==> images/route_heat.png <==
The bar under the picture is 20 microns long. The die is cut into 16 by 13 equal tiles; dark blue is low, red is high, scaled to the fullest tile. Values are wire area over tile area, all layers added.
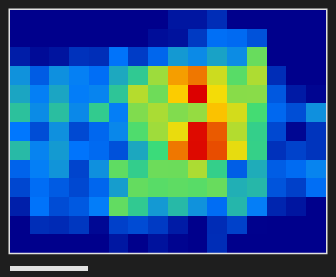
==> images/clock_nets.png <==
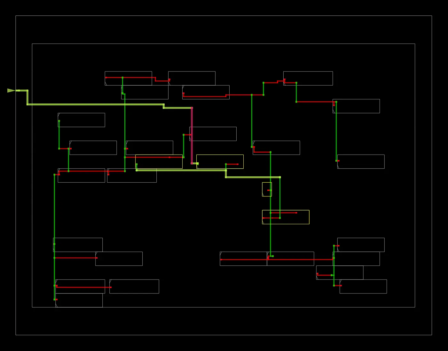
==> images/class_map.png <==
Fill, decap, tap and diode cells in grey.
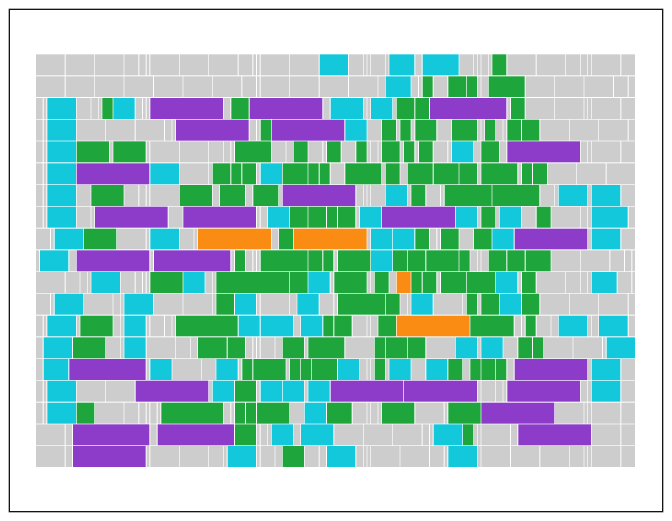
==> images/m1.png <==
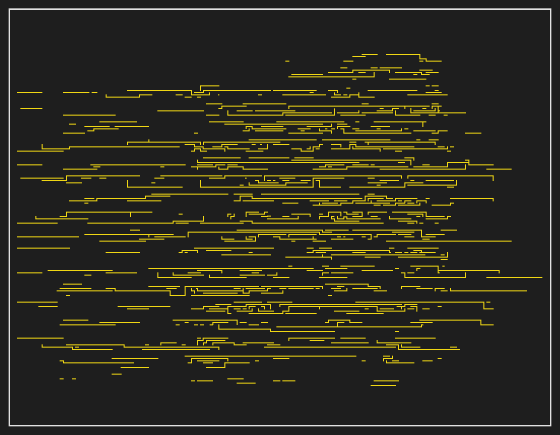
`config.mk`:
```
export PLATFORM = sky130hd
export DESIGN_NAME = pc_sequencer_flat
export DESIGN_NICKNAME = d
export VERILOG_FILES = /design/src/rtl/pc_sequencer_if.sv /design/src/rtl/pc_sequencer.sv /design/src/flat_wrapper.sv
export SDC_FILE = /design/constraint.sdc
export NUM_CORES = 1
export LEC_CHECK = 0
export CAP_MARGIN = 10
export CORE_ASPECT_RATIO = 0.75
export CORE_MARGIN = 3
export CORE_UTILIZATION = 35
export CTS_BUF_LIST = sky130_fd_sc_hd__clkbuf_16
export CTS_CLUSTER_DIAMETER = 100
export DETAILED_ROUTE_END_ITERATION = 8
export PLACE_DENSITY = 0.7
export SLEW_MARGIN = 30
export SYNTH_ARGS = -nofsm -noshare
export SYNTH_HDL_FRONTEND = slang
export SYNTH_SLANG_ARGS = --single-unit
```
`constraint.sdc`:
```
create_clock -name Clk -period 1.63 [get_ports Clk]
set_input_delay 0.4075 -clock Clk [delete_from_list [all_inputs] [get_ports Clk]]
set_output_delay 0.4075 -clock Clk [all_outputs]
set_load 0.005 [all_outputs]
```
`src/rtl/pc_sequencer_if.sv`:
```
// pc_sequencer_if: ROM, datapath and data-memory handshake signals of the fetch/execute sequencer.
// RetireCount is present only when PC_SEQ_RETIRE_COUNT_EN is defined.
interface pc_sequencer_if #(
    parameter int unsigned PC_WIDTH   = 8,
    parameter int unsigned INST_WIDTH = 10
);
    logic                  Start;
    logic [PC_WIDTH-1:0]   InstAddress;
    logic [INST_WIDTH-1:0] InstIn;
    logic [INST_WIDTH-1:0] InstReg;
    logic                  ExecValid;
    logic                  EqFlag;
    logic                  MemRead;
    logic                  MemWrite;
    logic                  MemAck;
    logic                  Halted;
`ifdef PC_SEQ_RETIRE_COUNT_EN
    logic [15:0]           RetireCount;
`endif

    // Sequencer side
    modport master (
        input  Start, InstIn, EqFlag, MemAck,
        output InstAddress, InstReg, ExecValid, MemRead, MemWrite, Halted
`ifdef PC_SEQ_RETIRE_COUNT_EN
        , output RetireCount
`endif
    );

    // ROM / datapath / memory side
    modport slave (
        output Start, InstIn, EqFlag, MemAck,
        input  InstAddress, InstReg, ExecValid, MemRead, MemWrite, Halted
`ifdef PC_SEQ_RETIRE_COUNT_EN
        , input RetireCount
`endif
    );
endinterface

```
`src/rtl/pc_sequencer.sv`:
```
// pc_sequencer: fetch/execute sequencer for the 10-bit CPU. Owns the PC, latches the
// fetched word, resolves jump/beq/bne and runs the data-memory request handshake.
// Optional feature macro: PC_SEQ_RETIRE_COUNT_EN adds a saturating 16-bit RetireCount.
module pc_sequencer #(
    parameter int unsigned PC_WIDTH   = 8,
    parameter int unsigned INST_WIDTH = 10,
    parameter int unsigned RESET_PC   = 0
) (
    input  logic                  Clk,
    input  logic                  Reset,
    pc_sequencer_if.master        bus
);

    localparam int unsigned OP_WIDTH = 4;
    localparam int unsigned JMP_WIDTH = 6;

    localparam logic [OP_WIDTH-1:0] OP_HALT  = 4'b0000;
    localparam logic [OP_WIDTH-1:0] OP_JUMP  = 4'b1001;
    localparam logic [OP_WIDTH-1:0] OP_BEQ   = 4'b1000;
    localparam logic [OP_WIDTH-1:0] OP_BNE   = 4'b1100;
    localparam logic [OP_WIDTH-1:0] OP_LOAD  = 4'b0110;
    localparam logic [OP_WIDTH-1:0] OP_STORE = 4'b0111;

    typedef enum logic [2:0] {
        S_IDLE,
        S_FETCH,
        S_EXEC,
        S_MEM,
        S_HALT
    } state_e;

    state_e                state_q;
    logic [PC_WIDTH-1:0]   pc_q;
    logic [INST_WIDTH-1:0] inst_q;
    logic                  exec_valid_q;
    logic                  mem_read_q;
    logic                  mem_write_q;
    logic                  halted_q;

    logic [OP_WIDTH-1:0]   opcode;
    logic [PC_WIDTH-1:0]   pc_inc1;
    logic [PC_WIDTH-1:0]   pc_inc2;
    logic [PC_WIDTH-1:0]   jump_target;

    // Decode fields and candidate next-PC values; sums wrap at 2^PC_WIDTH
    assign opcode      = inst_q[INST_WIDTH-1 -: OP_WIDTH];
    assign pc_inc1     = pc_q + PC_WIDTH'(1);
    assign pc_inc2     = pc_q + PC_WIDTH'(2);
    assign jump_target = PC_WIDTH'(inst_q[JMP_WIDTH-1:0]);

    // Sequencer FSM with registered PC, instruction and control outputs
    always_ff @(posedge Clk or posedge Reset) begin
        if (Reset) begin
            state_q      <= S_IDLE;
            pc_q         <= PC_WIDTH'(RESET_PC);
            inst_q       <= '0;
            exec_valid_q <= 1'b0;
            mem_read_q   <= 1'b0;
            mem_write_q  <= 1'b0;
            halted_q     <= 1'b0;
        end else begin
            exec_valid_q <= 1'b0;
            case (state_q)
                S_IDLE: begin
                    if (bus.Start) begin
                        state_q <= S_FETCH;
                    end
                end
                S_FETCH: begin
                    inst_q  <= bus.InstIn;
                    state_q <= S_EXEC;
                end
                S_EXEC: begin
                    case (opcode)
                        OP_HALT: begin
                            halted_q <= 1'b1;
                            state_q  <= S_HALT;
                        end
                        OP_JUMP: begin
                            pc_q         <= jump_target;
                            exec_valid_q <= 1'b1;
                            state_q      <= S_FETCH;
                        end
                        // Conditional skip: a true condition falls through, false skips one
                        OP_BEQ: begin
                            pc_q         <= bus.EqFlag ? pc_inc1 : pc_inc2;
                            exec_valid_q <= 1'b1;
                            state_q      <= S_FETCH;
                        end
                        OP_BNE: begin
                            pc_q         <= bus.EqFlag ? pc_inc2 : pc_inc1;
                            exec_valid_q <= 1'b1;
                            state_q      <= S_FETCH;
                        end
                        OP_LOAD: begin
                            mem_read_q <= 1'b1;
                            state_q    <= S_MEM;
                        end
                        OP_STORE: begin
                            mem_write_q <= 1'b1;
                            state_q     <= S_MEM;
                        end
                        default: begin
                            pc_q         <= pc_inc1;
                            exec_valid_q <= 1'b1;
                            state_q      <= S_FETCH;
                        end
                    endcase
                end
                S_MEM: begin
                    if (bus.MemAck) begin
                        exec_valid_q <= 1'b1;
                        mem_read_q   <= 1'b0;
                        mem_write_q  <= 1'b0;
                        pc_q         <= pc_inc1;
                        state_q      <= S_FETCH;
                    end
                end
                S_HALT: begin
                    halted_q <= 1'b1;
                end
                default: begin
                    state_q <= S_IDLE;
                end
            endcase
        end
    end

    assign bus.InstAddress = pc_q;
    assign bus.InstReg     = inst_q;
    assign bus.ExecValid   = exec_valid_q;
    assign bus.MemRead     = mem_read_q;
    assign bus.MemWrite    = mem_write_q;
    assign bus.Halted      = halted_q;

`ifdef PC_SEQ_RETIRE_COUNT_EN
    logic [15:0] retire_cnt_q;

    // Count retired instructions, one per ExecValid pulse, saturating at all-ones
    always_ff @(posedge Clk or posedge Reset) begin
        if (Reset) begin
            retire_cnt_q <= '0;
        end else if (exec_valid_q && (retire_cnt_q != 16'hFFFF)) begin
            retire_cnt_q <= retire_cnt_q + 16'd1;
        end
    end

    assign bus.RetireCount = retire_cnt_q;
`endif

endmodule
```
`src/flat_wrapper.sv`:
```
// flat-port wrapper written by rule: the top's interface ports become plain ports
module pc_sequencer_flat 
#(
    parameter int unsigned PC_WIDTH   = 8,
    parameter int unsigned INST_WIDTH = 10,
    parameter int unsigned RESET_PC   = 0
)
  (Clk, Reset, bus_Start, bus_InstIn, bus_EqFlag, bus_MemAck, bus_InstAddress, bus_InstReg, bus_ExecValid, bus_MemRead, bus_MemWrite, bus_Halted);
  pc_sequencer_if #(.PC_WIDTH(PC_WIDTH), .INST_WIDTH(INST_WIDTH)) bus_i ();
  input  logic Clk;
  input  logic Reset;
  input wire logic [$bits(bus_i.Start)-1:0] bus_Start;
  input wire logic [$bits(bus_i.InstIn)-1:0] bus_InstIn;
  input wire logic [$bits(bus_i.EqFlag)-1:0] bus_EqFlag;
  input wire logic [$bits(bus_i.MemAck)-1:0] bus_MemAck;
  output wire logic [$bits(bus_i.InstAddress)-1:0] bus_InstAddress;
  output wire logic [$bits(bus_i.InstReg)-1:0] bus_InstReg;
  output wire logic [$bits(bus_i.ExecValid)-1:0] bus_ExecValid;
  output wire logic [$bits(bus_i.MemRead)-1:0] bus_MemRead;
  output wire logic [$bits(bus_i.MemWrite)-1:0] bus_MemWrite;
  output wire logic [$bits(bus_i.Halted)-1:0] bus_Halted;
  assign bus_i.Start = bus_Start;
  assign bus_i.InstIn = bus_InstIn;
  assign bus_i.EqFlag = bus_EqFlag;
  assign bus_i.MemAck = bus_MemAck;
  assign bus_InstAddress = bus_i.InstAddress;
  assign bus_InstReg = bus_i.InstReg;
  assign bus_ExecValid = bus_i.ExecValid;
  assign bus_MemRead = bus_i.MemRead;
  assign bus_MemWrite = bus_i.MemWrite;
  assign bus_Halted = bus_i.Halted;
  pc_sequencer #(.PC_WIDTH(PC_WIDTH), .INST_WIDTH(INST_WIDTH), .RESET_PC(RESET_PC)) u_core (.Clk(Clk), .Reset(Reset), .bus(bus_i));
endmodule
```
==> results.cfg <==
; synthesis and place-and-route metrics
[power]
comb_power_mw = 3.05
swShare_pct = 39.6
switching_power_mw = 1.91
p_int_mw = 2.92

[logic_synthesis]
netlist_area_sq_um = 1500
ys_sh_aoi_pct = 15.5
synth-edff-count = 0
synth_cells = 156
ys_top_logic_family = simple AND/OR/NAND/NOR gates
adder_share_pct = 1.67
ys_cells = 156
ys_area_sq_um = 1500
synth_flops = 25
syn_avg_cell_area_sq_um = 9.59

[routing]
vias_per_cell = 5.19
drtAntennaViolNets = 0
drc = 0
routed_wl_microns = 4570
dr_wl_met3_microns = 327
avgRoutedWirePerCell_microns = 16.0
wl_met2_microns = 1980
wl_met1_microns = 2220

[cts]
cts-root-buf = clkbuf_16
postCtsSetupRepairBufs = 9
cts_resized = 23
ctsLongestPathBuffers = 2
cts_tree = built
clkTransAtPathRegs_ns = 0.07

[worst_setup_path]
path_max_fanout = 5
cpLargestDelayFamily = simple AND/OR/NAND/NOR gates
critical_path_class = register to register
slowest_delay_ns = 0.51
crit_buf_inv = 1
rr_startpoint = u_core.bus.InstReg[8]
critPathLaunchType = register
reg2reg_to = u_core.bus.InstAddress[3]

[die]
chip_area_sq_um = 5100
ios = 37
tapCellCount = 52
rows = 19
core-area_sq_um = 3870
die_w_microns = 81.5
initCoreUtil_pct = 38.6

[cells_and_area]
post-route-util_pct = 61.6
dominant_cells = combinational gates
nClkBuffers = 3
num-multi-input-gates = 119
areaGrowthSynthToFinish_pct = 59.4
logic_area_sq_um = 900
design_area_sq_um = 2390
layout_top_cell = buf_4
nonClkBufAreaFrac_pct = 28.5
clockNetworkAreaShare_pct = 3.36
n_all_buffers = 77
layout_top_cells = 38 x buf_4, 28 x clkdlybuf4s50_1, 20 x dfrtp_1
fill_cells = 330

[grt]
grt_use_total_pct = 18.3
grtUsageMet2_pct = 26.9
grt_pass1_wl_microns = 7330
grt_pass1_vias = 1516
met1_usage_pct = 26.6

[sta]
fin_tns_setup_ns = -0.578
hold_viol = 0
setup_slack_ns = -0.120
rsz0062_at_grt = yes
skew_ns = 0.00508
finalSetupViolations = 10

[run_status]
status = finished, violations left
violations = negative setup slack

[placed_design]
hpwlAfterDp_microns = 3140
placed_area_sq_um = 2130
io_buffer_count = 36

[hold_path]
worstHoldPathCells = 1
worstHoldStart = u_core.bus.Halted

[job]
log.warning_count = 28
About route_heat.png:
25% of the tiles are nearly empty. The fullest tile reaches 0.55. The mean over all tiles is 0.14. 20% of the tiles are over half the peak. The emptiest ninth of the die: north-west. The densest ninth of the die: centre.

About clock_nets.png:
CTS Buf Count: 3
Clk power: 556 uW
CTS Sinks: 25
clk latency late pin: 0.26 ns

About class_map.png:
Key: purple = registers [cells 25, share of their area 27%]; orange = clock drivers and dummy loads [cells 4, share of their area 3.5%]; green = remaining logic cells [cells 127, share of their area 40%]; cyan = remaining buffers and delay cells [cells 77, share of their area 29%]

About m1.png:
The wires run mostly horizontal. The longest straight run is 25.8 microns. The layer holds 48% of the routed length. The layer carries 2,220 microns of wire.

-- synth_stat cells, drive strengths merged, types with 2 or more instances --
master / number / area share (%)
dfrtp: 25 / 42
nand2: 16 / 4.0
nor2: 14 / 4.0
o21ai: 12 / 4.0
mux2: 11 / 8.3
a21oi: 8 / 2.7
inv: 8 / 2.0
nand3: 6 / 2.0
and2: 5 / 2.1
a31oi: 4 / 1.7
buf: 4 / 1.8
nand2b: 3 / 1.3
nor3: 3 / 1.0
o22ai: 3 / 1.3
or3: 3 / 1.3
a211oi: 2 / 1.3
a22o: 2 / 1.2
a32oi: 2 / 1.2
and3b: 2 / 1.4
ha: 2 / 1.7
nor3b: 2 / 1.0
nor4: 2 / 2.8
xor2: 2 / 1.2
Power and IR drop assume default switching activity.
